### Placed standard cells

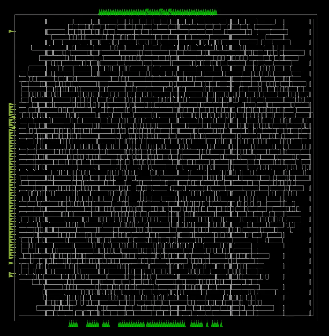
### Cell classes on the final placement

Scale bar: 50 um.
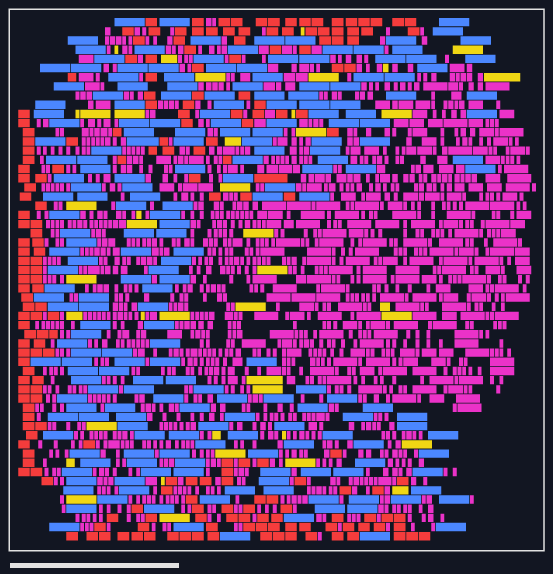
### PDN straps and rails

Scale bar: 50 um. Pins as bars on the die edge. Tap cells in grey.
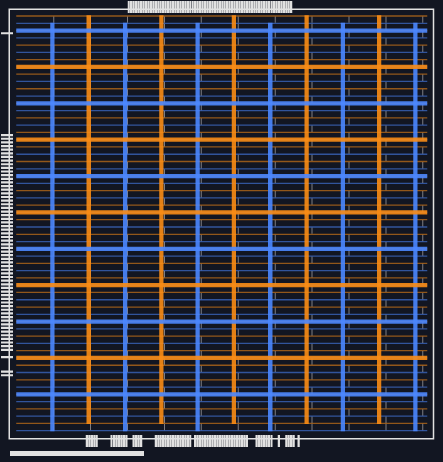
### Clock network drawn from the DEF

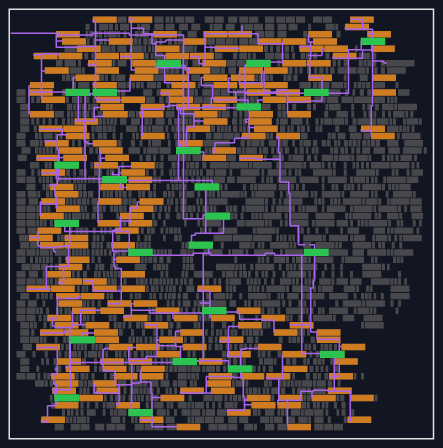
### src/rtl/block_multiply_pkg.sv
// rtl/block_multiply_pkg.sv - shared defaults, accumulator width, FSM states and row-major index helpers
package block_multiply_pkg;

  localparam int DEF_DATA_W = 16;
  localparam int DEF_J      = 2;
  localparam int DEF_K      = 2;

  function automatic int acc_width(input int data_w, input int k);
    return 2 * data_w + $clog2(k);
  endfunction

  localparam int DEF_ACC_W = acc_width(DEF_DATA_W, DEF_K);

  typedef enum logic [1:0] {
    IDLE  = 2'd0,
    MAC   = 2'd1,
    DONE  = 2'd2,
    REARM = 2'd3
  } state_t;

  function automatic int idx_rm(input int row, input int col, input int ncols);
    return row * ncols + col;
  endfunction

  function automatic int idx_a(input int row, input int k, input int kdim);
    return idx_rm(row, k, kdim);
  endfunction

  function automatic int idx_b(input int k, input int col, input int jdim);
    return idx_rm(k, col, jdim);
  endfunction

endpackage

### src/rtl/block_multiply_mac.sv
// rtl/block_multiply_mac.sv - signed multiply-accumulate with wrap or clamp output (BLOCK_MULTIPLY_SATURATE_EN)
module block_mac
  import block_multiply_pkg::*;
#(
  parameter int DATA_W = DEF_DATA_W,
  parameter int ACC_W  = DEF_ACC_W
) (
  input  logic              clk,
  input  logic              rst,
  input  logic              i_clr,
  input  logic              i_en,
  input  logic              i_last,
  input  logic [DATA_W-1:0] i_a,
  input  logic [DATA_W-1:0] i_b,
  output logic [DATA_W-1:0] o_result
);

`ifdef BLOCK_MULTIPLY_SATURATE_EN
  localparam bit SAT_EN = 1'b1;
`else
  localparam bit SAT_EN = 1'b0;
`endif

  localparam logic signed [ACC_W-1:0] MAXV = {{(ACC_W-DATA_W+1){1'b0}}, {(DATA_W-1){1'b1}}};
  localparam logic signed [ACC_W-1:0] MINV = ~MAXV;

  logic signed [ACC_W-1:0]    r_acc;
  logic signed [2*DATA_W-1:0] w_prod;
  logic signed [ACC_W-1:0]    w_sum;
  logic                       w_hi;
  logic                       w_lo;

  assign w_prod = $signed(i_a) * $signed(i_b);
  assign w_sum  = r_acc + ACC_W'(w_prod);
  assign w_hi   = (w_sum > MAXV);
  assign w_lo   = (w_sum < MINV);

  // The result presented is acc+product so the last term lands on the same edge it is written.
  always_comb begin
    o_result = w_sum[DATA_W-1:0];
    if (SAT_EN && w_hi) o_result = MAXV[DATA_W-1:0];
    if (SAT_EN && w_lo) o_result = MINV[DATA_W-1:0];
  end

  always_ff @(posedge clk or posedge rst) begin
    if (rst)         r_acc <= '0;
    else if (i_clr)  r_acc <= '0;
    else if (i_en)   r_acc <= i_last ? '0 : w_sum;
  end

endmodule

### src/rtl/block_multiply.sv
// rtl/block_multiply.sv - J x K by K x J block product, one MAC per cycle; optional BLOCK_MULTIPLY_SATURATE_EN clamp
module block_multiply
  import block_multiply_pkg::*;
#(
  parameter int DATA_W = DEF_DATA_W,
  parameter int J      = DEF_J,
  parameter int K      = DEF_K
) (
  input  logic                    clk,
  input  logic                    rst,
  input  logic                    start,
  input  logic [J*K*DATA_W-1:0]   block_a,
  input  logic [K*J*DATA_W-1:0]   block_b,
  output logic [J*J*DATA_W-1:0]   block_p,
  output logic                    busy,
  output logic                    done
);

  localparam int ACC_W = acc_width(DATA_W, K);
  localparam int RW    = (J > 1) ? $clog2(J) : 1;
  localparam int KW    = (K > 1) ? $clog2(K) : 1;

  state_t                  r_state;
  logic [RW-1:0]           r_row;
  logic [RW-1:0]           r_col;
  logic [KW-1:0]           r_k;
  logic [J*K*DATA_W-1:0]   r_a;
  logic [K*J*DATA_W-1:0]   r_b;
  logic [J*J*DATA_W-1:0]   r_p;
  logic                    r_busy;
  logic                    r_done;

  logic                    w_accept;
  logic                    w_mac_en;
  logic                    w_last;
  logic                    w_col_last;
  logic                    w_row_last;
  logic [DATA_W-1:0]       w_a;
  logic [DATA_W-1:0]       w_b;
  logic [DATA_W-1:0]       w_result;

  assign w_accept   = (r_state == IDLE) && start;
  assign w_mac_en   = (r_state == MAC);
  assign w_last     = (r_k   == KW'(K - 1));
  assign w_col_last = (r_col == RW'(J - 1));
  assign w_row_last = (r_row == RW'(J - 1));

  // Operands always come from the copies taken at accept, never the live inputs.
  assign w_a = r_a[idx_a(int'(r_row), int'(r_k), K) * DATA_W +: DATA_W];
  assign w_b = r_b[idx_b(int'(r_k), int'(r_col), J) * DATA_W +: DATA_W];

  block_mac #(
    .DATA_W (DATA_W),
    .ACC_W  (ACC_W)
  ) u_mac (
    .clk      (clk),
    .rst      (rst),
    .i_clr    (w_accept),
    .i_en     (w_mac_en),
    .i_last   (w_last),
    .i_a      (w_a),
    .i_b      (w_b),
    .o_result (w_result)
  );

  always_ff @(posedge clk or posedge rst) begin
    if (rst) begin
      r_state <= IDLE;
      r_row   <= '0;
      r_col   <= '0;
      r_k     <= '0;
      r_a     <= '0;
      r_b     <= '0;
      r_p     <= '0;
      r_busy  <= 1'b0;
      r_done  <= 1'b0;
    end else begin
      case (r_state)
        IDLE: begin
          if (start) begin
            r_a     <= block_a;
            r_b     <= block_b;
            r_row   <= '0;
            r_col   <= '0;
            r_k     <= '0;
            r_busy  <= 1'b1;
            r_state <= MAC;
          end
        end
        MAC: begin
          if (w_last) begin
            r_p[idx_rm(int'(r_row), int'(r_col), J) * DATA_W +: DATA_W] <= w_result;
            r_k <= '0;
            if (w_col_last) begin
              r_col <= '0;
              if (w_row_last) begin
                r_row   <= '0;
                r_done  <= 1'b1;
                r_state <= DONE;
              end else begin
                r_row <= r_row + 1'b1;
              end
            end else begin
              r_col <= r_col + 1'b1;
            end
          end else begin
            r_k <= r_k + 1'b1;
          end
        end
        DONE: begin
          r_done  <= 1'b0;
          r_busy  <= 1'b0;
          r_state <= REARM;
        end
        REARM: begin
          // A start still held from the finished run must drop before a new accept.
          if (!start) r_state <= IDLE;
        end
        default: r_state <= IDLE;
      endcase
    end
  end

  assign block_p = r_p;
  assign busy    = r_busy;
  assign done    = r_done;

endmodule

### config.mk
export PLATFORM = sky130hd
export DESIGN_NAME = block_multiply
export DESIGN_NICKNAME = d
export VERILOG_FILES = /design/src/rtl/block_multiply_pkg.sv /design/src/rtl/block_multiply_mac.sv /design/src/rtl/block_multiply.sv
export SDC_FILE = /design/constraint.sdc
export NUM_CORES = 1
export LEC_CHECK = 0
export ABC_AREA = 1
export CORE_AREA = 2 2 156 158
export CTS_CLUSTER_SIZE = 16
export DETAILED_ROUTE_END_ITERATION = 6
export DIE_AREA = 0 0 158 160
export PLACE_DENSITY = 0.87
export SLEW_MARGIN = 20
export SYNTH_ARGS = -nofsm -noshare
export SYNTH_HDL_FRONTEND = slang
export SYNTH_SLANG_ARGS = --single-unit
### constraint.sdc
create_clock -name clk -period 20.7 [get_ports clk]
set_clock_uncertainty 0.1 [all_clocks]
set_input_delay 4.14 -clock clk [delete_from_list [all_inputs] [get_ports clk]]
set_output_delay 4.14 -clock clk [all_outputs]
set_load 0.005 [all_outputs]
==> impl_metrics.ini <==
; implementation run metrics
[floorplan]
die_area_um2 = 25300
die_w_um = 158
fp_util_pct = 59.9
num_rows = 57
ios = 197
chipHeight_um = 160

[hold_path]
holdPathEnd = r_b[25]
hold_class = flip-flop to flip-flop
hold_depth = 2
min_from = r_b[25]

[routing]
wl_met2_um = 19200
via_per_inst = 5.40
drt_iter0_markers = 960
dr.pass1.iters = 6
highest_layer = met5
vias = 12500
routed-wl-met3_um = 3000
post-route-drc-count = 0
wl_met1_um = 15900
ant_nets = 0
drt-total-wl_um = 39700
wl_per_cell_um = 17.1

[synthesis]
synth.cell_area_um2 = 14300
yosysSeqAreaShare_pct = 37.7
ys_chip_area_um2 = 14300
synth_cell_types = 39
synth_stat.cells = 1823
async_reset_ff_share_pct = 100
synth_cells = 1823
numSynthFlops = 215
ys.flop_type = dfrtp_1
edf_count = 0
syn_area_per_cell_um2 = 7.83
syn-num-nets = 2122
ys.warnings.count = 0

[placement]
placed_area_um2 = 16300
port_buffers = 196
dp.cells = 2278
dp_slack_ps = 13450
gp_congestion = 0.941
dp_hpwl_um = 29300

[final_timing]
fin_crit_sh_pct = 35.7
hold_slack_ps = 379
period_minus_slack_ps = 7390
rsz0062_at_grt = false
drv_slew = 0
tns_ps = 0
max_clock_freq_mhz = 135
tightest_slew_ps = 1020
fin_ws_ps = 13310
finalHoldViolCount = 0
max-slew-margin-rel_pct = 31.7
finalSetupViolCount = 0

[setup_path]
cp_top_family = adder cells
critPathMaxStageDelay_ps = 810
reg2reg_slack_ps = 13310
endpoint_kind = flip-flop
rr_endpoint = block_p[63]
cp_common_cell = inv_1
crit_type = flip-flop to flip-flop
path_buffers = 7
reg2reg_from = r_row
cp-start-kind = flip-flop
crit_start = r_row
crit_required_ps = 21030
path_max_fanout = 22
arrival_ps = 7730
cp_slowest_cell = dfrtp_1
reg2reg_depth = 27

[cts]
cts_tree = yes
cts_buffer_depth = 3
htree_levels = 1
clockRootBuffer = clkbuf_16
ctsHoldBuffers = 0
clk_transition_reported_paths_ps = 60
cts_setup_buffers = 0
clock_sinks = 215
cts_made_buffers = 23
postCtsResizedCells = 0

[global_route]
grtUsageMet1_pct = 42.7
gr-max-usage-layer = met2
antenna_found_initial = 1
grt_pass1_vias = 12800
grt_overflow = 0
grt_pass1_wl_um = 64300
grtUsageMet2_pct = 53.6
grt_usage_pct = 32.3
gr-usage-met3_pct = 5.54
grt_max_degree = 122

[final_layout]
nets = 2279
layout_top_cell = nand2_1
final_cell_mix = 653 x nand2_1, 294 x inv_1, 214 x dfrtp_1, 196 x clkdlybuf4s50_1, 119 x o21ai_0
antennaDiodeCount = 0
layout-drive-gt1-share_pct = 3.36
syn2layout_area_growth_pct = 19.9
stdcell_area_um2 = 17100
layout.cells.non_filler = 2320

[run]
cap_violations = 0
warnings = 35

[outcome]
status = finished, final reports clean
Notes on 'Placed standard cells' above:
registers: 215
CORE AREA: 23,800 um^2
number of tapcells: 324
utilization after layout: 71.8%
filler cell count: 1,880

Notes on 'Cell classes on the final placement' above:
- blue: registers (cells 215; share of their area 32%)
- yellow: clock drivers and dummy loads (cells 41; share of their area 4.5%)
- red: remaining buffers and delay cells (cells 204; share of their area 12%)
- magenta: remaining logic cells (cells 1,536; share of their area 51%)

Notes on 'PDN straps and rails' above:
- blue: VSS
- orange: VDD
- met5 straps: 11
- tap cells: 324

Notes on 'Clock network drawn from the DEF' above:
- purple: clock wires (length 2,590 um)
- green: clock-net drivers (count 23)
- orange: flip-flops (count 215)
- flops lie: widely spread
- routed clock nets: 24
Worst-Skew Late Latency: 510 ps

## cell type report
cell class / count / area (um^2)
fillers: 1880 / 6710
inverters: 304 / 1160
clock inverters: 7 / 93.8
clock buffers: 34 / 657
repair buffers: 204 / 2040
flip-flops and latches: 215 / 5380
well taps: 324 / 405
multi-input cells: 1232 / 7370
## kinds of logic after synthesis
logic type	share of synthesized area, %
AOI/OAI and AO/OA	6.42
xor gates and xnor gates	0.921
adders and majority gates	19.6
buffers and inverters	10.6
DFF	37.7
and+or+nand+nor	24.7
## state kept, by name, indices dropped and copies added, names as in the netlist
signal	count
busy	1
r_row	1
done	1
r_state	2
r_a	64
r_b	64
u_mac.r_acc	16
r_k	1
r_col	1
block_p	64
## how the worst max path moves through the flow
stage / end / slack, ps / depth (start not counted)
floorplan: block_p[0] / 10580 / 1
global placement: block_p[63] / 13660 / 27
detailed placement: block_p[63] / 13450 / 27
CTS: block_p[63] / 13400 / 27
global route: block_p[63] / 12980 / 27
finish: block_p[63] / 13310 / 27
## Yosys cell counts (all sizes together), types with 3 or more instances
cell type / number / share of area, %
dfrtp: 215 / 38
inv: 304 / 8.0
a32o: 6 / 0.42
nand2: 660 / 17
a21oi: 16 / 0.56
ha: 75 / 6.6
nand4: 3 / 0.13
xnor2: 4 / 0.25
o21ai: 119 / 4.2
clkbuf: 42 / 1.1
o211ai: 3 / 0.19
buf: 30 / 1.5
a22o: 11 / 0.68
xor2: 11 / 0.68
fa: 93 / 13
nor2: 111 / 3.0
nand3: 104 / 3.8
